==> config.mk <==
export PLATFORM = sky130hd
export DESIGN_NAME = muldiv_unit
export DESIGN_NICKNAME = d
export VERILOG_FILES = /design/src/rtl/muldiv_unit.sv
export SDC_FILE = /design/constraint.sdc
export NUM_CORES = 1
export LEC_CHECK = 0
export ABC_AREA = 0
export ABC_CLOCK_PERIOD_IN_PS = 11890
export CAP_MARGIN = 25
export CORE_ASPECT_RATIO = 1.5
export CORE_UTILIZATION = 62
export CTS_CLUSTER_SIZE = 25
export DETAILED_ROUTE_END_ITERATION = 6
export GPL_TIMING_DRIVEN = 0
export PLACE_DENSITY = 0.87
export SYNTH_ARGS = -nofsm -noshare
export SYNTH_HDL_FRONTEND = slang
export SYNTH_SLANG_ARGS = --single-unit
export TNS_END_PERCENT = 20
==> constraint.sdc <==
create_clock -name clk -period 11.89 [get_ports clk]
set_input_delay 1.189 -clock clk [delete_from_list [all_inputs] [get_ports clk]]
set_output_delay 1.189 -clock clk [all_outputs]
set_load 0.005 [all_outputs]
==> src/rtl/muldiv_unit.sv <==
// muldiv_unit: radix-2 iterative multiply/divide unit (MULTU/MULT/DIVU/DIV).
// One iteration per cycle for WIDTH cycles. Results land in HI/LO at completion.
// Build option: define MULDIV_DIV_EN to include the restoring divider. Without it,
// divide ops keep the same handshake and latency but complete with hi=lo=0, div_zero=0.
module muldiv_unit #(
   parameter int WIDTH = 32
) (
   input  logic             clk,
   input  logic             rst_n,
   input  logic             start,
   input  logic [1:0]       op,
   input  logic [WIDTH-1:0] In1,
   input  logic [WIDTH-1:0] In2,
   output logic             busy,
   output logic             done,
   output logic [WIDTH-1:0] hi,
   output logic [WIDTH-1:0] lo,
   output logic             div_zero
);

   localparam int CW = (WIDTH > 1) ? $clog2(WIDTH) : 1;

   typedef enum logic [1:0] {IDLE, RUN, DONE} state_t;

   state_t             state_q, state_d;
   logic [CW-1:0]      cnt_q, cnt_d;
   logic [1:0]         op_q, op_d;
   logic               s1_q, s1_d;      // sign of In1 (signed ops only)
   logic               s2_q, s2_d;      // sign of In2 (signed ops only)
   logic [WIDTH-1:0]   a_q, a_d;        // multiplicand or divisor magnitude
   logic [2*WIDTH-1:0] p_q, p_d;        // {partial product, multiplier} or {remainder, quotient}
   logic [WIDTH-1:0]   hi_q, hi_d;
   logic [WIDTH-1:0]   lo_q, lo_d;
   logic               dz_q, dz_d;

   logic [WIDTH:0]     mul_sum;
   logic [2*WIDTH-1:0] mul_next;
   logic [2*WIDTH-1:0] prod;
   logic               last;
`ifdef MULDIV_DIV_EN
   logic [WIDTH:0]     div_sh;
   logic [WIDTH:0]     div_diff;
   logic [2*WIDTH-1:0] div_next;
`endif

   // Conditional two's-complement negate; used both for taking magnitudes and sign fix-up.
   function automatic logic [WIDTH-1:0] cneg(input logic [WIDTH-1:0] v, input logic neg);
      return neg ? (~v + WIDTH'(1)) : v;
   endfunction

   function automatic logic [2*WIDTH-1:0] cneg2(input logic [2*WIDTH-1:0] v, input logic neg);
      return neg ? (~v + (2*WIDTH)'(1)) : v;
   endfunction

   assign hi       = hi_q;
   assign lo       = lo_q;
   assign div_zero = dz_q;

   // Next-state, handshake outputs and one datapath iteration.
   always_comb begin
      state_d = state_q;
      cnt_d   = cnt_q;
      op_d    = op_q;
      s1_d    = s1_q;
      s2_d    = s2_q;
      a_d     = a_q;
      p_d     = p_q;
      hi_d    = hi_q;
      lo_d    = lo_q;
      dz_d    = dz_q;
      busy    = 1'b0;
      done    = 1'b0;
      prod    = '0;
      last    = (cnt_q == CW'(WIDTH-1));

      // Shift-add step: conditionally add multiplicand into upper half, shift right.
      mul_sum  = {1'b0, p_q[2*WIDTH-1:WIDTH]} + {1'b0, (p_q[0] ? a_q : '0)};
      mul_next = {mul_sum, p_q[WIDTH-1:1]};
`ifdef MULDIV_DIV_EN
      // Restoring step: shift next dividend bit into remainder, keep the subtraction if it fits.
      div_sh   = {p_q[2*WIDTH-1:WIDTH], p_q[WIDTH-1]};
      div_diff = div_sh - {1'b0, a_q};
      div_next = div_diff[WIDTH] ? {div_sh[WIDTH-1:0], p_q[WIDTH-2:0], 1'b0}
                                 : {div_diff[WIDTH-1:0], p_q[WIDTH-2:0], 1'b1};
`endif

      case (state_q)
         IDLE: begin
            if (start) begin
               state_d = RUN;
               cnt_d   = '0;
               op_d    = op;
               s1_d    = op[0] & In1[WIDTH-1];
               s2_d    = op[0] & In2[WIDTH-1];
               if (op[1]) begin
                  a_d = cneg(In2, op[0] & In2[WIDTH-1]);
                  p_d = {{WIDTH{1'b0}}, cneg(In1, op[0] & In1[WIDTH-1])};
               end else begin
                  a_d = cneg(In1, op[0] & In1[WIDTH-1]);
                  p_d = {{WIDTH{1'b0}}, cneg(In2, op[0] & In2[WIDTH-1])};
               end
            end
         end
         RUN: begin
            busy  = 1'b1;
            cnt_d = cnt_q + CW'(1);
`ifdef MULDIV_DIV_EN
            p_d   = op_q[1] ? div_next : mul_next;
`else
            p_d   = mul_next;
`endif
            if (last) begin
               state_d = DONE;
               if (!op_q[1]) begin
                  prod = cneg2(p_d, s1_q ^ s2_q);
                  hi_d = prod[2*WIDTH-1:WIDTH];
                  lo_d = prod[WIDTH-1:0];
                  dz_d = 1'b0;
               end else begin
`ifdef MULDIV_DIV_EN
                  // With a zero divisor the remainder path returns the dividend unchanged.
                  hi_d = cneg(p_d[2*WIDTH-1:WIDTH], s1_q);
                  lo_d = (a_q == '0) ? '1 : cneg(p_d[WIDTH-1:0], s1_q ^ s2_q);
                  dz_d = (a_q == '0);
`else
                  hi_d = '0;
                  lo_d = '0;
                  dz_d = 1'b0;
`endif
               end
            end
         end
         DONE: begin
            done    = 1'b1;
            state_d = IDLE;
         end
         default: state_d = IDLE;
      endcase
   end

   // State, control and datapath registers; synchronous active-low reset clears all.
   always_ff @(posedge clk) begin
      if (!rst_n) begin
         state_q <= IDLE;
         cnt_q   <= '0;
         op_q    <= '0;
         s1_q    <= 1'b0;
         s2_q    <= 1'b0;
         a_q     <= '0;
         p_q     <= '0;
         hi_q    <= '0;
         lo_q    <= '0;
         dz_q    <= 1'b0;
      end else begin
         state_q <= state_d;
         cnt_q   <= cnt_d;
         op_q    <= op_d;
         s1_q    <= s1_d;
         s2_q    <= s2_d;
         a_q     <= a_d;
         p_q     <= p_d;
         hi_q    <= hi_d;
         lo_q    <= lo_d;
         dz_q    <= dz_d;
      end
   end

endmodule

==> run_1/pinout.png <==
Pins as bars across the die edge, other pins in gray.
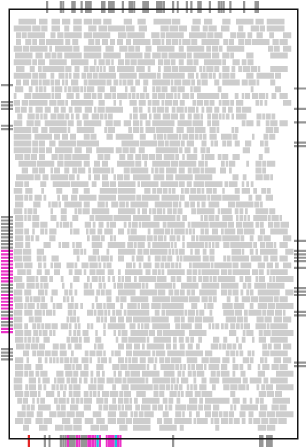
Red shows clk, pins 1, direction input, edge bottom. Magenta shows In2, pins 32, direction input, edge 18 left, 14 bottom. Cyan shows op, pins 2, direction input, edge bottom.
die boundary width: 115 µm
Port Buffer Count: 134
Die Ht: 172 µm

==> run_1/m4.png <==
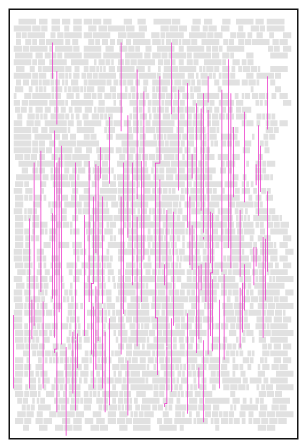
The longest straight run is 100 µm. The layer holds 8.8% of the routed length.
DRT Wirelength: 40200 µm
total vias in the final route: 12341

==> impl_metrics.py, run 1 <==
# Metrics from the implementation run
metrics = {
    "outcome": {
        "run_status": "finished clean",
    },
    "synth": {
        "syn-cell-area_um2": 11900,
        "yosysCellCount": 1514,
        "compound_area_share_pct": 27.2,
        "synth.yosys.seq_area_share_pct": 28.5,
        "synthesis.nets": 1621,
    },
    "final_timing": {
        "slew_headroom_pct": 32.0,
        "worst_slack_ps": 6770,
        "final_hold_viol_count": 0,
        "actual_transition_at_the_worst_max_transition_pin_ps": 1010,
    },
    "cts": {
        "cts-hold-fix-buffers": 0,
        "cts_buffers": 17,
        "postCtsSetupBuffers": 0,
    },
    "global_routing": {
        "grt_max_degree": 19,
    },
    "min_path": {
        "worst_hold_startpoint": "hi[19]$_SDFFE_PN0P_",
    },
    "worst_setup_path": {
        "critical_path_slowest_stage_cell": "sky130_fd_sc_hd__a22oi_1",
        "crit_path_end": "hi[31]$_SDFFE_PN0P_",
        "rr_startpoint": "p_q[0]$_SDFFE_PN0P_",
        "cp.buffers_inverters": 2,
    },
    "finish": {
        "final_util_pct": 75.8,
        "final_cell_area_um2": 14200,
        "share_of_layout_cells_above_drive_strength_1_pct": 4.70,
        "layout_top_cells": "sky130_fd_sc_hd__dfxtp_1, sky130_fd_sc_hd__nand2_1, sky130_fd_sc_hd__clkdlybuf4s50_1, sky130_fd_sc_hd__a21oi_1, sky130_fd_sc_hd__xnor2_1",
    },
    "flow_run": {
        "warning_count": 26,
    },
    "die": {
        "floorplanUtilization_pct": 63.8,
        "boundaryPins": 136,
    },
    "drt": {
        "dr_wl_met2_um": 19900,
        "drt_first_pass_iters": 5,
    },
    "placed_design": {
        "place_congestion": 1.03,
        "dp.final_hpwl_um": 31000,
    },
}
==> run_1/clock_wires.png <==
Scale bar: 20 µm.
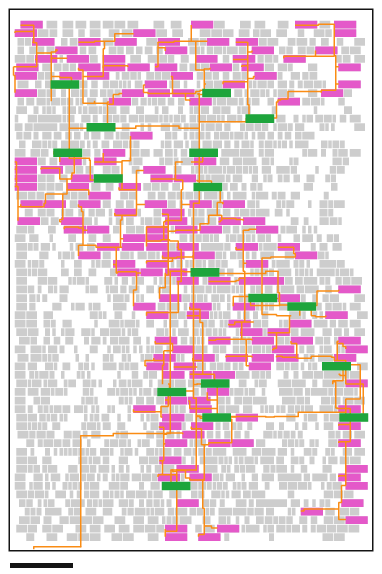
Orange shows clock wires, length 2060 µm. Magenta shows flip-flops, count 170. Green shows clock-net drivers, count 17.
Position of the flops: widely spread.
Insertion Delay late pin: 450 ps
final setup skew: 13.3 ps
Power Clock: 0.549 mW

[run 1: area by class of cell]
class / count / area, µm²
Multi-Input combinational cell: 1211 / 8010
Fill cell: 1426 / 4520
Sequential cell: 170 / 3400
Timing Repair Buffer: 135 / 1350
Clock buffer: 17 / 425
Buffer: 102 / 409
Tap cell: 252 / 315
Clock inverter: 15 / 151
Inverter: 31 / 116
[run 1: power breakdown]
part	switching, mW	leakage (nW)	internal, mW
Sequential	0.0231	1.38	0.589
Combinational	0.184	3.62	0.114
Clock	0.269	0.276	0.279
[run 1: Yosys cell counts (all sizes together), types with 37 or more instances]
library cell,count
dfxtp,170
nand2,152
a21oi,97
xnor2,86
nor2,85
clkbuf,78
a22oi,75
a21boi,72
and2,68
nor2b,64
o21ai,59
xor2,58
nand3,51
o211ai,49
ha,37
==> run_1/congestion_map.png <==
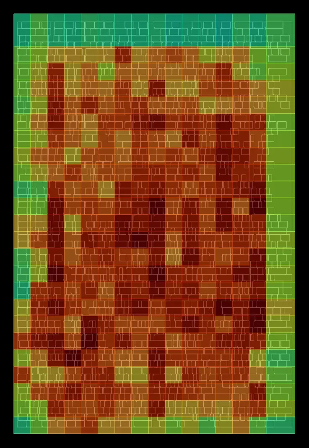

==> inputs of run 2 (changes only) <==
--- a/config.mk
+++ b/config.mk
@@ -6,14 +6,14 @@
 export NUM_CORES = 1
 export LEC_CHECK = 0
 export ABC_AREA = 0
-export ABC_CLOCK_PERIOD_IN_PS = 11890
+export ABC_CLOCK_PERIOD_IN_PS = 4700
 export CAP_MARGIN = 25
 export CORE_ASPECT_RATIO = 1.5
-export CORE_UTILIZATION = 62
+export CORE_UTILIZATION = 52
 export CTS_CLUSTER_SIZE = 25
 export DETAILED_ROUTE_END_ITERATION = 6
 export GPL_TIMING_DRIVEN = 0
-export PLACE_DENSITY = 0.87
+export PLACE_DENSITY = 0.78
 export SYNTH_ARGS = -nofsm -noshare
 export SYNTH_HDL_FRONTEND = slang
 export SYNTH_SLANG_ARGS = --single-unit
==> constraint.sdc (replaced) <==
create_clock -name clk -period 4.7 [get_ports clk]
set_input_delay 0.47 -clock clk [delete_from_list [all_inputs] [get_ports clk]]
set_output_delay 0.47 -clock clk [all_outputs]
set_load 0.005 [all_outputs]
==> run_2/congestion_map.png <==
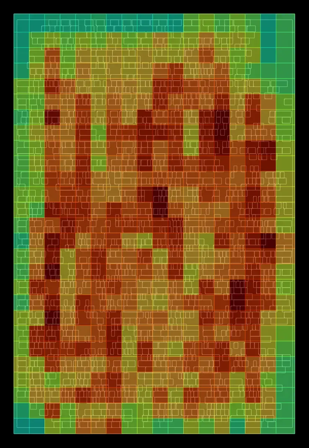
met2 track demand over resource in global routing: 62.2%
Util after Layout: 63.7%

==> run_2/clock_wires.png <==
Scale bar: 50 µm.
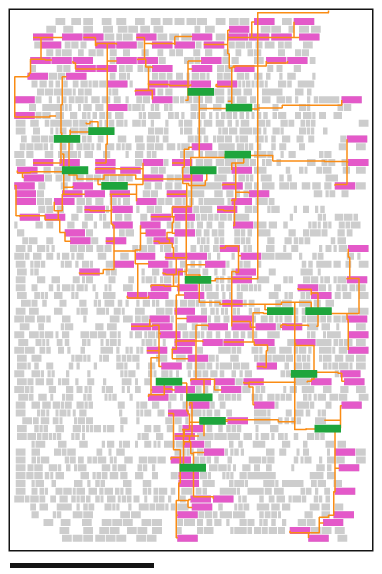
Orange shows clock wires, length 2110 µm. Magenta shows flip-flops, count 170. Green shows clock-net drivers, count 17.
There are 18 routed clock nets.
final setup skew: 13.0 ps
clock share of power: 38.6%
Power Clock: 1.44 mW

==> impl_metrics.py, run 2 <==
# Metrics from the implementation run
metrics = {
    "worst_setup_path": {
        "rr_startpoint": "p_q[0]$_SDFFE_PN0P_",
        "cp.buffers_inverters": 1,
        "critical_path_slowest_stage_cell": "sky130_fd_sc_hd__or4b_4",
    },
    "drt": {
        "wl_um": 40300,
    },
    "min_path": {
        "worst_hold_startpoint": "a_q[22]$_SDFFE_PN0P_",
    },
    "synth": {
        "compound_area_share_pct": 27.2,
        "post_synth_most_frequent_cells": "sky130_fd_sc_hd__dfxtp_1, sky130_fd_sc_hd__nand2_1, sky130_fd_sc_hd__a21oi_1",
        "synthesis.nets": 1621,
        "count_leader_synth": "sky130_fd_sc_hd__dfxtp_1",
    },
    "placed_design": {
        "dp.final_hpwl_um": 31700,
    },
    "power": {
        "internal_power_mw": 2.54,
        "power_sequential_mw": 1.55,
        "dominant_power_group": "sequential cells",
        "power_frac_seq_pct": 41.4,
        "netSwitchingPower_mw": 1.19,
    },
    "die": {
        "die_h_um": 188,
    },
    "outcome": {
        "run_status": "finished clean",
    },
    "cts": {
        "clock_latency_ps": 450,
        "postCtsSetupBuffers": 0,
    },
    "final_timing": {
        "slew_headroom_pct": 35.8,
        "worst_slack_ps": 106,
    },
    "finish": {
        "share_of_layout_cells_above_drive_strength_1_pct": 5.12,
        "final_cell_area_um2": 14300,
    },
}
[run 2: cell counts after synthesis]
No cell type changed its count.
[run 2: final cells by class]
class	count	area share, %
clock buffers	17	2.97
well taps	276	2.41
clock inverters	15	1.23
inverters	31	0.814
multi-input cells	1211	56.5
repair buffers	135	9.43
plain buffers	102	2.86
flip-flops and latches	170	23.8
[run 2: tightest hold or removal path, delay by kind of cell (launching register included)]
family / cells / cell delay (ps)
DFF: 1 / 310
AOI/OAI and AO/OA: 1 / 60
and+or+nand+nor: 1 / 50
[run 2: cell families (layout without fill, tap and decap cells)]
kind of cell             count (synthesis)  after routing
AND/OR/NAND/NOR                        547            547
AND-OR/OR-AND                          466            466
flip-flops                             170            170
XOR/XNOR                               144            144
buffers and inverters                  133            300
adder cells (fa/ha/maj)                 38             38
multiplexers                            15             15
other                                    1              1
==> run_2/m4.png <==
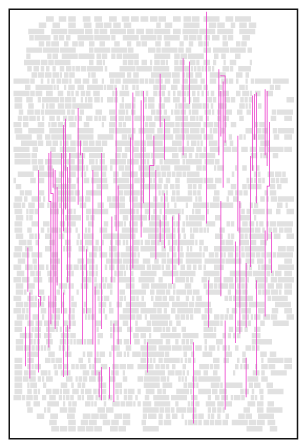

==> inputs of run 3 (changes only) <==
--- a/config.mk
+++ b/config.mk
@@ -14,6 +14,7 @@
 export DETAILED_ROUTE_END_ITERATION = 6
 export GPL_TIMING_DRIVEN = 0
 export PLACE_DENSITY = 0.78
+export SETUP_SLACK_MARGIN = 0.4
 export SYNTH_ARGS = -nofsm -noshare
 export SYNTH_HDL_FRONTEND = slang
 export SYNTH_SLANG_ARGS = --single-unit
==> run_3/m4.png <==
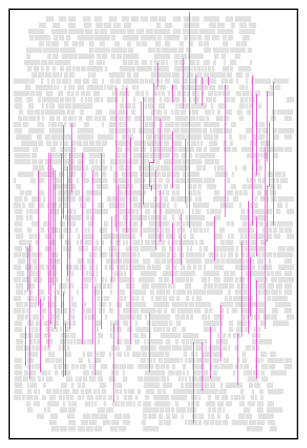
The longest straight run is 94.5 µm. The layer carries 2650 µm of wire.
total vias in the final route: 12103
DRT Wirelength: 40700 µm

==> run_3/congestion_map.png <==
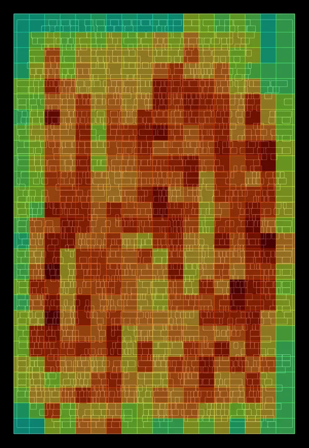
GR Util met1: 36.6%
Util after Layout: 65.1%

==> impl_metrics.py, run 3 <==
# Metrics from the implementation run
metrics = {
    "outcome": {
        "run_status": "finished clean",
    },
    "global_routing": {
        "gr-usage-met2_pct": 61.9,
        "gr-max-usage-layer": "met2",
        "grt_antenna_before_repair": 0,
        "residual_overflow_from_global_routing": 0,
        "number_of_global_route_vias_before_repair": 11803,
    },
    "worst_setup_path": {
        "critical_path_slowest_stage_cell": "sky130_fd_sc_hd__or4b_4",
        "cp.buffers_inverters": 1,
        "critical_path.cell_chain": "buf_4, and2_4, ha_4, fa_2, a21oi_4, o22ai_4, a211oi_4, o21bai_4, a31oi_4, xnor2_4, or3_4, or4b_4, nor4b_4, o21ai_1, a32o_1",
        "required_ps": 5030,
        "rr_startpoint": "p_q[0]$_SDFFE_PN0P_",
        "critPathArrivalTime_ps": 4540,
        "setup.worst_path.class": "reg -> reg",
        "worst_path_dominant_cell_family": "AND-OR/OR-AND gates",
    },
    "synth": {
        "edf_count": 0,
        "post_synth_main_area_contributors": "sky130_fd_sc_hd__dfxtp_1, sky130_fd_sc_hd__xnor2_1, sky130_fd_sc_hd__nand2_1, sky130_fd_sc_hd__a22oi_1, sky130_fd_sc_hd__a21boi_0",
        "syn_inst": 1514,
        "post_synth_most_frequent_cells": "sky130_fd_sc_hd__dfxtp_1, sky130_fd_sc_hd__nand2_1, sky130_fd_sc_hd__a21oi_1",
        "compound_area_share_pct": 27.2,
        "mux_share_pct": 1.32,
        "avgSynthCellArea_um2": 7.89,
        "synthesis.nets": 1621,
        "synth-xor-area-share_pct": 10.6,
        "count_leader_synth": "sky130_fd_sc_hd__dfxtp_1",
        "synth.logic.top_family": "AND-OR/OR-AND gates",
        "top_area_cell": "sky130_fd_sc_hd__dfxtp_1",
    },
    "placed_design": {
        "dp.final_hpwl_um": 31700,
        "dp_cells": 1925,
    },
    "min_path": {
        "worst_hold_startpoint": "a_q[22]$_SDFFE_PN0P_",
    },
    "finish": {
        "final_cell_area_um2": 14600,
        "largest_register": "p_q",
        "nFillCells": 1988,
        "share_of_layout_cells_above_drive_strength_1_pct": 7.62,
        "diodes": 0,
    },
    "drt": {
        "drtIter0Drc": 880,
        "post-route-drc-count": 0,
    },
    "final_timing": {
        "slew_headroom_pct": 40.2,
        "fin_worst_skew_ps": 13.3,
        "worst_slack_ps": 492,
    },
    "cts": {
        "postCtsSetupBuffers": 2,
        "htree_num_levels": 4,
        "clock_latency_ps": 450,
    },
    "die": {
        "die_h_um": 188,
        "die_width_um": 126,
    },
}
run 3: netlist changes by cell type in the layout (fill, tap and decap cells not counted), sizes merged:
cell,delta
clkbuf,-2
buf,+14
run 3: area by class of cell:
class	count	area, µm²	area share (%)
buffer	102	424	2.90
clock buffer	17	425	2.91
clock inverter	15	176	1.21
inverter	31	116	0.796
multi-input combinational	1211	8290	56.7
sequential	170	3410	23.3
tap	276	345	2.36
timing repair buffer	147	1440	9.84
run 3: power by group:
group / internal, mW / total (mW) / switching (mW)
Clock: 0.762 / 1.44 / 0.680
Sequential: 1.49 / 1.55 / 0.0577
Combinational: 0.294 / 0.757 / 0.462
Total: 2.55 / 3.75 / 1.20
run 3: routing by layer:
metal	routed length (µm)	vias to the layer above
met5	0	-
met4	2650	0
met3	1990	136
met2	20900	475
met1	15200	5707
li1	-	5785
Power figures rest on the tool's default switching activity, not on a simulated workload.
